### Clock routing, run 1

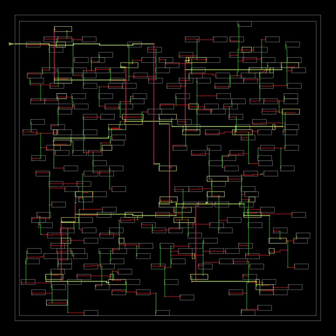
### Ports around the boundary, run 1

Pins as bars across the die edge, other pins in gray.
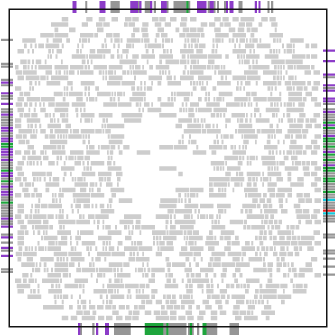
### Metal layers overlaid, run 1

Scale bar: 50 microns.
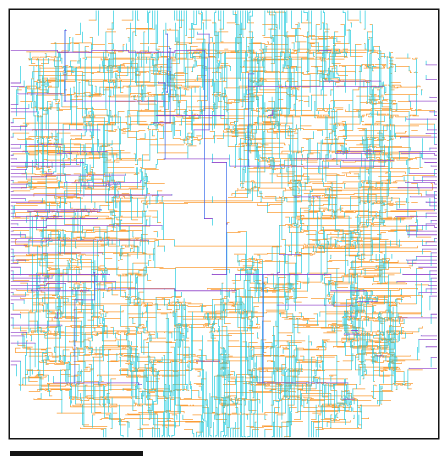
Design pipe_stage_skidbuf, sky130hd; sources not shown.
==> run_results.csv, run 1 <==
group,metric,value,unit
hold_path,hold_depth,2,
synthesis,netlist_area,0.009871,sq mm
synthesis,synth-area-yosys,0.009871,sq mm
grt,antenna_found_initial,0,
route,routed_via_density,5.138,
worst_setup_path,start_kind,"register",
run_status,status,"finished, final reports clean",
sta,period_needed,3.273,ns
worst_setup_path,max_stage_delay,0.69,ns
floorplan,core-area,0.02425,sq mm
placed_design,dp_hpwl,16350,microns
synthesis,ys_ff,227,
placed_design,gp_congestion,0.8014,
cells_and_area,fin_cells,1803,
synthesis,mux_area_frac,0.01331,
route,ant_nets,0,
synthesis,synth-edff-count,0,
sta,maxSlewHeadroom,0.3226,
floorplan,ios,233,
worst_setup_path,path_cells,"or2_2 -> buf_12 -> and2_1 -> clkdlybuf4s50_1",
sta,finalWorstSetupSlack,1.177,ns
cts,post_cts_resized,0,
cts,cts-root-buf,"clkbuf_16",
synthesis,post_synth.cell_area_avg,7.687,sq um
sta,holdWs,0.4026,ns
route,drc,0,
pwr,switching_share,0.2386,
sta,fin_crit_sh,0.7355,
synthesis,syn-num-nets,1387,
pwr,p_leak,0.004846,uW
worst_setup_path,critPathCaptureType,"primary output",
synthesis,simple_gate_area_frac,0.3154,
synthesis,async_flop_share,0,
route,drt_first_pass_iters,5,
cells_and_area,stdcell_area,0.01336,sq mm
synthesis,synth.most_common_cell,"nand2_1",
cts,htreeDepth,1,
cells_and_area,final_layout_size_suffix_gt1_frac,0.05071,
worst_setup_path,critPathMaxFanout,104,
route,drt_iter0_drc,621,
worst_setup_path,ff2ff_setup_slack,2.01,ns
floorplan,rows,57,
cells_and_area,comb_area,0.004911,sq mm
floorplan,fp_util,0.4071,
worst_setup_path,worstSetupPathType,"reg2out",
Notes on 'Clock routing' above:
Clock group: 2300 uW
total CTS buffers: 26
clock sinks: 227

Notes on 'Ports around the boundary' above:
Key: occupancy = cyan [pins 2, direction output, edge right]; out_instr = green [pins 32, direction output, edge 14 bottom, 12 right, 5 left, 1 top]; out_pc = purple [pins 64, direction output, edge 26 top, 22 left, 12 right, 4 bottom]; out_ready = red [pins 1, direction input, edge right]
die width: 161.1 microns
Buffers on Ports: 232
Die Height: 161.1 microns

Notes on 'Metal layers overlaid' above:
Key: metal 4 = blue [wire length 363 microns]; metal 3 = purple [wire length 1,970 microns]; metal 2 = cyan [wire length 12,300 microns]; metal 1 = orange [wire length 12,300 microns]
drt wl/cell: 14.92 microns
via count: 9,264

-- run 1: cell usage in the layout (no fill, tap or decap), drive strengths merged, types with 2 or more instances in the layout --
cell type	n
nor2b	13
a311oi	94
nand3b	5
clkbuf	37
dfxtp	227
clkinvlp	2
or2	3
o21ai	7
nor4	7
nand2b	9
mux2	9
nand2	394
inv	7
or3	9
nor3b	2
nor3	7
buf	21
bufinv	4
mux2i	3
clkinv	5
and3	6
a211oi	4
and4	4
and2	96
nor2	113
clkdlybuf4s50	231
o21bai	3
or4	5
ha	2
nand4	14
a21oi	110
nand3	7
o31ai	9
a31oi	2
-- run 1: kinds of logic (layout without fill, tap and decap cells) --
group / count (synthesis) / in the layout
multiplexers: 12 / 12
flip-flops: 227 / 227
adder cells (fa/ha/maj): 2 / 2
AND/OR/NAND/NOR: 695 / 695
buffers and inverters: 112 / 307
AND-OR/OR-AND: 236 / 236
-- run 1: metal layers --
metal  GRT usage  up-vias  wire length [microns]
met2      0.3340      225                  12250
li1            -     4715                      -
met3     0.04879       26                   1970
met5           0        -                      0
met4     0.04180        0                    363
met1      0.2691     4298                  12310
-- run 1: cell type report --
cell class / count / area share
Tap cell: 324 / 0.03034
Inverter: 7 / 0.001967
Sequential cell: 227 / 0.3401
Multi-Input combinational cell: 945 / 0.3676
Clock inverter: 11 / 0.01227
Timing Repair Buffer: 252 / 0.1898
Clock buffer: 37 / 0.05788
-- run 1: worst max-delay path: cells and delay by family (launching register included) --
family                 cells  cell delay [ns]
buffers and inverters      2             1.02
DFF                        1             0.55
and+or+nand+nor            2             0.46
-- run 1: power by group through the flow --
stage               combinational [uW]  clock (uW)  sequential [uW]
finish                             516        2300             2170
detailed placement                 519           0             2220
CTS                                521        2350             2170
global route                       570        2450             2180
floorplan                          291           0             2200
global placement                   513           0             2220
==> inputs of run 2 (changes only) <==
clock period = 3.35 ns   (was 4.45 ns; I/O delays follow)
### Clock routing, run 2

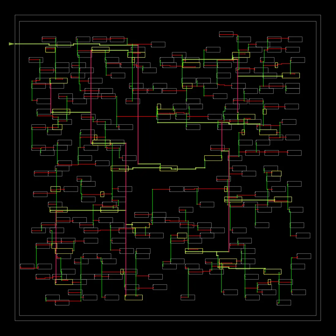
clkbuf count: 39
total CTS buffers: 25
Flops: 227
Clock group: 2580 uW
clk latency late pin: 0.51 ns

### Ports around the boundary, run 2

Pins as bars across the die edge, other pins in gray.
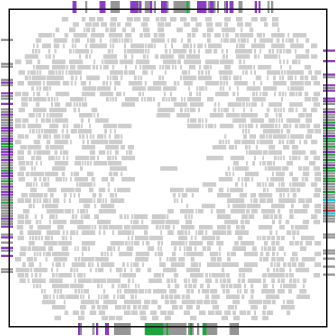
Key: out_pc = purple [pins 64, direction output, edge 26 top, 22 left, 12 right, 4 bottom]; out_instr = green [pins 32, direction output, edge 14 bottom, 12 right, 5 left, 1 top]; occupancy = cyan [pins 2, direction output, edge right]; out_ready = red [pins 1, direction input, edge right]
All pins by edge: 63 left, 60 right, 55 bottom, 55 top.

==> run 2 against run 1 <==
Synthesized area unchanged. Global-route usage shrank 0.23 points. Register-to-register slack got worse by 0.94 ns. Via count is 1.1% lower. Core utilization decreased by 0.76 points. Worst hold slack hardly changed. Critical endpoint is now out_instr[20]. Largest cell class unchanged. Synthesized cell count unchanged. Sequential power is 33% higher.
==> run_results.csv, run 2 <==
group,metric,value,unit
run_status,status,"finished, final reports clean",
synthesis,post_synth.cell_area_avg,7.687,sq um
synthesis,synth-edff-count,0,
route,routed_via_density,5.109,
cells_and_area,final_common_cell,"nand2_1",
sta,maxSlewHeadroom,0.4047,
worst_setup_path,cp.depth,4,
cells_and_area,final_layout_size_suffix_gt1_frac,0.04218,
worst_setup_path,worstSetupPathType,"reg2out",
cells_and_area,layout_top_cells,"nand2_1 (393), clkdlybuf4s50_1 (231), dfxtp_1 (227), nor2_1 (112), a21oi_1 (110)",
route,drt_iter0_drc,627,
hold_path,hold_depth,2,
floorplan,die_y,161.1,microns
route,via_count,9166,
cells_and_area,fin_cells,1794,
floorplan,core-area,0.02425,sq mm
synthesis,async_flop_share,0,
worst_setup_path,max_stage_delay,0.67,ns
route,wire_per_inst,14.81,microns
cts,post_cts_resized,0,
### Clock distribution, run 2

Scale bar: 50 microns.
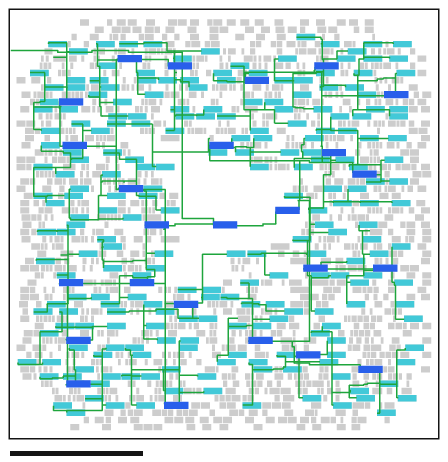
Key: flip-flops = cyan [count 227]; clock drivers = blue [count 25]; clock wires = green [length 2,930 microns]
There are 26 routed clock nets.
Clock power frac: 0.420

run 2: cell count changes in the layout (fill, tap and decap cells not counted):
| cell | delta |
|---|---|
| bufinv_16 | -4 |
| clkinv_4 | -1 |
| clkbuf_16 | -2 |
| buf_4 | -7 |
| clkbuf_1 | +4 |
| buf_12 | +2 |
| clkinvlp_4 | -1 |
run 2: report_power, final:
part,internal [uW],switching [uW]
combinational,306,366
clock,1500,1070
sequential,2820,68.6
total,4630,1510
run 2: routing by layer:
metal  GRT usage  vias to the layer above
met5           0                        -
li1            -                     4686
met4     0.04789                        0
met3     0.05136                       37
met1      0.2694                     4200
met2      0.3205                      243
run 2: area by class of cell:
class,count,area (sq um),share of cell area
inverters,7,26.28,0.001994
repair buffers,247,2524,0.1915
clock inverters,5,27.53,0.002089
well taps,324,405.4,0.03077
multi-input cells,945,4911,0.3727
clock buffers,39,738.2,0.05603
flip-flops and latches,227,4544,0.3449
run 2: worst reg2reg max path, cell delays in order, from the launching register on:
cell and delay, ns:
dfxtp_1 0.54, or2_2 0.22, buf_4 0.25, nand4_1 0.36
nor4_1 0.39, mux2_1 0.35
run 2: kinds of logic after synthesis:
group                    count (synthesis)
AND/OR/NAND/NOR                        695
AND-OR/OR-AND                          236
flip-flops                             227
buffers and inverters                  112
multiplexers                            12
adder cells (fa/ha/maj)                  2
run 2: through the flow:
stage	worst slack (ns)	hold WS, ns
detailed placement	0.7205	0.3968
finish	0.3618	0.4025
floorplan	0.8440	0.3866
global route	0.1993	0.4186
CTS	0.3217	0.4047
global placement	0.7403	0.3918
No activity file was given, so power comes from the tool's default toggle rates.
